`src/rtl/uart_word_loader.sv`:
```
// Purpose : parses host frames (START, N, 4*N data bytes) from the UART RX FIFO into 32-bit LE memory words, replies checksum/NAK.
// Latency : 1 cycle from the 4th byte of a word being popped to mem_we; ACK/NAK pushed the cycle TX FIFO has room.
// Backpressure: stalls on Rx_empty (no pop); holds ACK/NAK while Tx_full; never pops RX outside IDLE/COUNT/DATA.
//
// Ports:
//   clk, rst_n          - clock (rising edge), synchronous active-low reset
//   r_data, Rx_empty    - RX FIFO head byte and empty flag
//   rd_uart             - RX FIFO pop (combinational; head consumed at this edge)
//   w_data, wr_uart     - TX FIFO byte and one-cycle push
//   Tx_full             - TX FIFO full
//   mem_we/addr/wdata   - word write port to instruction/data memory
//   busy, done          - frame in progress; one-cycle success pulse
module uart_word_loader #(
    parameter int                    ADDR_WIDTH = 10,
    parameter logic [ADDR_WIDTH-1:0] BASE_ADDR  = '0,
    parameter logic [7:0]            START_BYTE = 8'hA5,
    parameter logic [7:0]            NAK_BYTE   = 8'hEE
) (
    input  logic                  clk,
    input  logic                  rst_n,
    input  logic [7:0]            r_data,
    input  logic                  Rx_empty,
    output logic                  rd_uart,
    output logic [7:0]            w_data,
    output logic                  wr_uart,
    input  logic                  Tx_full,
    output logic                  mem_we,
    output logic [ADDR_WIDTH-1:0] mem_addr,
    output logic [31:0]           mem_wdata,
    output logic                  busy,
    output logic                  done
);

    typedef enum logic [2:0] {
        S_IDLE,
        S_COUNT,
        S_DATA,
        S_WRITE,
        S_ACK,
        S_NAK,
        S_DONE
    } state_t;

    state_t                r_state;
    state_t                w_next;
    logic                  w_rd;
    logic                  w_wr;
    logic                  w_we;
    logic [7:0]            r_words_left;
    logic [1:0]            r_byte_idx;
    logic [7:0]            r_checksum;
    logic [ADDR_WIDTH-1:0] r_addr;
    logic [31:0]           r_wdata;

    // State register
    always_ff @(posedge clk) begin
        if (!rst_n) begin
            r_state <= S_IDLE;
        end else begin
            r_state <= w_next;
        end
    end

    // Next state and outputs
    always_comb begin
        w_next = r_state;
        w_rd   = 1'b0;
        w_wr   = 1'b0;
        w_we   = 1'b0;
        w_data = 8'h00;
        busy   = 1'b0;
        done   = 1'b0;
        case (r_state)
            S_IDLE: begin
                w_rd = !Rx_empty;
                if (w_rd && (r_data == START_BYTE)) begin
                    w_next = S_COUNT;
                end
            end
            S_COUNT: begin
                busy = 1'b1;
                w_rd = !Rx_empty;
                if (w_rd) begin
                    w_next = (r_data == 8'h00) ? S_NAK : S_DATA;
                end
            end
            S_DATA: begin
                busy = 1'b1;
                w_rd = !Rx_empty;
                if (w_rd && (r_byte_idx == 2'd3)) begin
                    w_next = S_WRITE;
                end
            end
            S_WRITE: begin
                busy   = 1'b1;
                w_we   = 1'b1;
                w_next = (r_words_left == 8'd1) ? S_ACK : S_DATA;
            end
            S_ACK: begin
                busy   = 1'b1;
                w_data = r_checksum;
                if (!Tx_full) begin
                    w_wr   = 1'b1;
                    w_next = S_DONE;
                end
            end
            S_NAK: begin
                busy   = 1'b1;
                w_data = NAK_BYTE;
                if (!Tx_full) begin
                    w_wr   = 1'b1;
                    w_next = S_IDLE;
                end
            end
            S_DONE: begin
                done   = 1'b1;
                w_next = S_IDLE;
            end
            default: begin
                w_next = S_IDLE;
            end
        endcase
    end

    // Strobes are masked while reset is held so nothing leaks in the reset cycle.
    assign rd_uart   = w_rd & rst_n;
    assign wr_uart   = w_wr & rst_n;
    assign mem_we    = w_we & rst_n;
    assign mem_addr  = r_addr;
    assign mem_wdata = r_wdata;

    // Datapath: word assembly, checksum, address and word counting
    always_ff @(posedge clk) begin
        if (!rst_n) begin
            r_words_left <= 8'd0;
            r_byte_idx   <= 2'd0;
            r_checksum   <= 8'd0;
            r_addr       <= BASE_ADDR;
            r_wdata      <= 32'd0;
        end else begin
            case (r_state)
                S_COUNT: begin
                    if (w_rd && (r_data != 8'h00)) begin
                        r_words_left <= r_data;
                        r_addr       <= BASE_ADDR;
                        r_checksum   <= 8'd0;
                        r_byte_idx   <= 2'd0;
                    end
                end
                S_DATA: begin
                    if (w_rd) begin
                        r_wdata[{r_byte_idx, 3'b000} +: 8] <= r_data;
                        r_checksum <= r_checksum ^ r_data;
                        r_byte_idx <= r_byte_idx + 2'd1;
                    end
                end
                S_WRITE: begin
                    // Address wraps naturally at 2^ADDR_WIDTH.
                    r_addr       <= r_addr + 1'b1;
                    r_words_left <= r_words_left - 8'd1;
                    r_byte_idx   <= 2'd0;
                end
                default: begin
                end
            endcase
        end
    end

endmodule

```
`config.mk`:
```
export PLATFORM = sky130hd
export DESIGN_NAME = uart_word_loader
export DESIGN_NICKNAME = d
export VERILOG_FILES = /design/src/rtl/uart_word_loader.sv
export SDC_FILE = /design/constraint.sdc
export NUM_CORES = 1
export LEC_CHECK = 0
export CELL_PAD_IN_SITES_DETAIL_PLACEMENT = 1
export CELL_PAD_IN_SITES_GLOBAL_PLACEMENT = 1
export CORE_UTILIZATION = 39
export CTS_CLUSTER_DIAMETER = 80
export DETAILED_ROUTE_END_ITERATION = 7
export GPL_ROUTABILITY_DRIVEN = 0
export PLACE_DENSITY = 0.82
export SYNTH_ARGS = -nofsm -noshare
export SYNTH_HDL_FRONTEND = slang
export SYNTH_SLANG_ARGS = --single-unit
```
`constraint.sdc`:
```
create_clock -name clk -period 3.2 [get_ports clk]
set_input_delay 0.48 -clock clk [delete_from_list [all_inputs] [get_ports clk]]
set_output_delay 0.48 -clock clk [all_outputs]
set_load 0.01 [all_outputs]
```
### Placed cells, one color a class

Scale bar: 20 um. Fill, decap, tap and diode cells in gray.
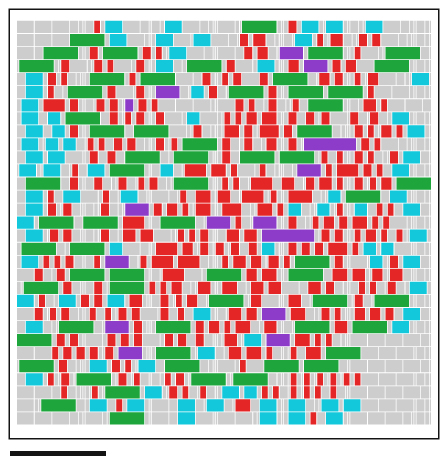
- cyan: remaining buffers and delay cells (cells 83; share of their area 20%)
- purple: clock drivers and dummy loads (cells 15; share of their area 5.9%)
- red: remaining logic cells (cells 298; share of their area 41%)
- green: sequential cells (cells 63; share of their area 32%)
flip-flop and latch share of the layout cell area: 31.4%
Final Cell Area: 0.00402 mm^2
end-of-flow core utilization: 55.1%

### Placed standard cells

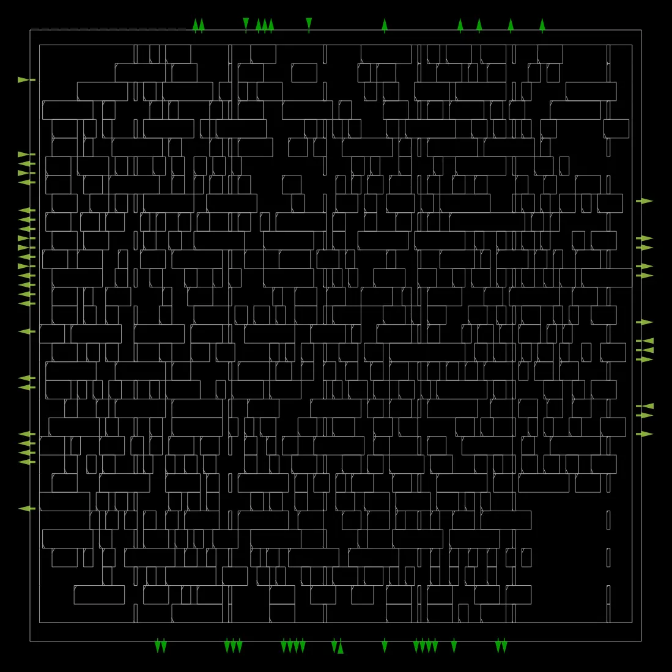
site row count: 31
number of tapcells: 99
non-filler cells in the finished layout: 558
final sequential cell count: 63

==> run notes <==
Notes on the physical design

The flow ran to the end, and the final reports show no timing, DRC or antenna violations. For reference, the critical path is launched at r_state[2]$_SDFFE_PN0P_. The number of gates on the worst path with buffers counted is 3. Among all stages on the critical path, the largest delay is contributed by sky130_fd_sc_hd__dfxtp_1.

In this run the critical path is formed by nand2b_1 > nor3_1 > clkdlybuf4s50_1. The wire length on met1 is 4360 um. Looking at the global route congestion table, the highest-usage layer is met2. The register area is 0.00126 mm^2. The global routing usage on met2 is 41.2%.

By instance count, the leading cell after synthesis is sky130_fd_sc_hd__dfxtp_1. The filler cell count is 921. For this run, the number of Yosys warnings is 0. The part of the total power dissipated in sequential elements is 47.4%. In the synthesized netlist the async set-or-reset flop fraction comes to 0%. The H-tree depth reported by CTS is 3. The clock-pin slew on the worst setup and hold paths is 0.07 ns. Yosys attributes the largest share of cell area to sky130_fd_sc_hd__dfxtp_1 43%, sky130_fd_sc_hd__a21oi_1 10%, sky130_fd_sc_hd__nand3_1 7.3%. The register with the most flip-flops in the layout has 32 of them. Setup slack on the worst path after placement came out at 0.630 ns. The remaining global-route overflow is 0.

The sort of element at the start of the critical path is a register. The synthesized netlist handed to floorplanning was reported with a cell count of 384. The pin count of the biggest net entering global routing is 50.

For the final routed database, the setup TNS stands at 0 ns. The worst path arrival time is 2.17 ns. The detailed router reported a total wirelength of 9420 um.

Headroom to the max-slew limit came out at 40.5%.
### Signal wires on met1

Supply wires on this layer in gray.
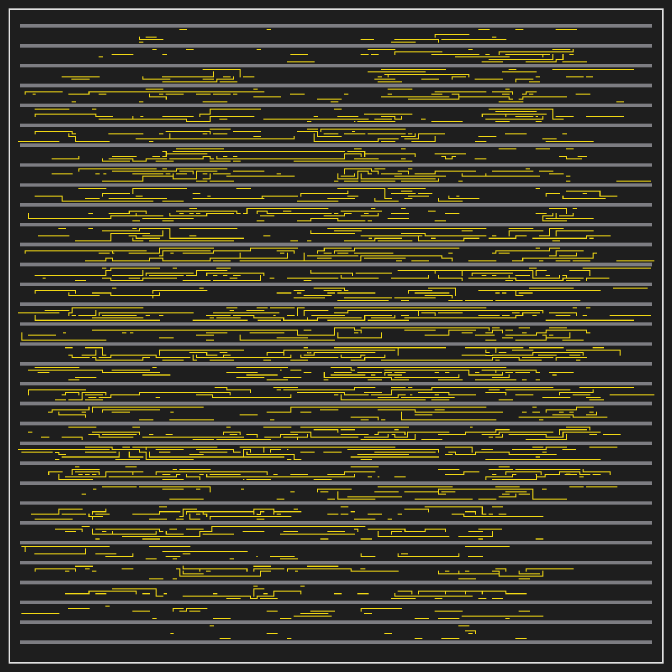
- longest straight run: 28.1 um
- share of all routed wire: 46%
- nets with wire on the layer: 428
- wire length on this layer: 4360 um
- main direction: horizontal

Power is estimated from default activity; no workload was simulated.
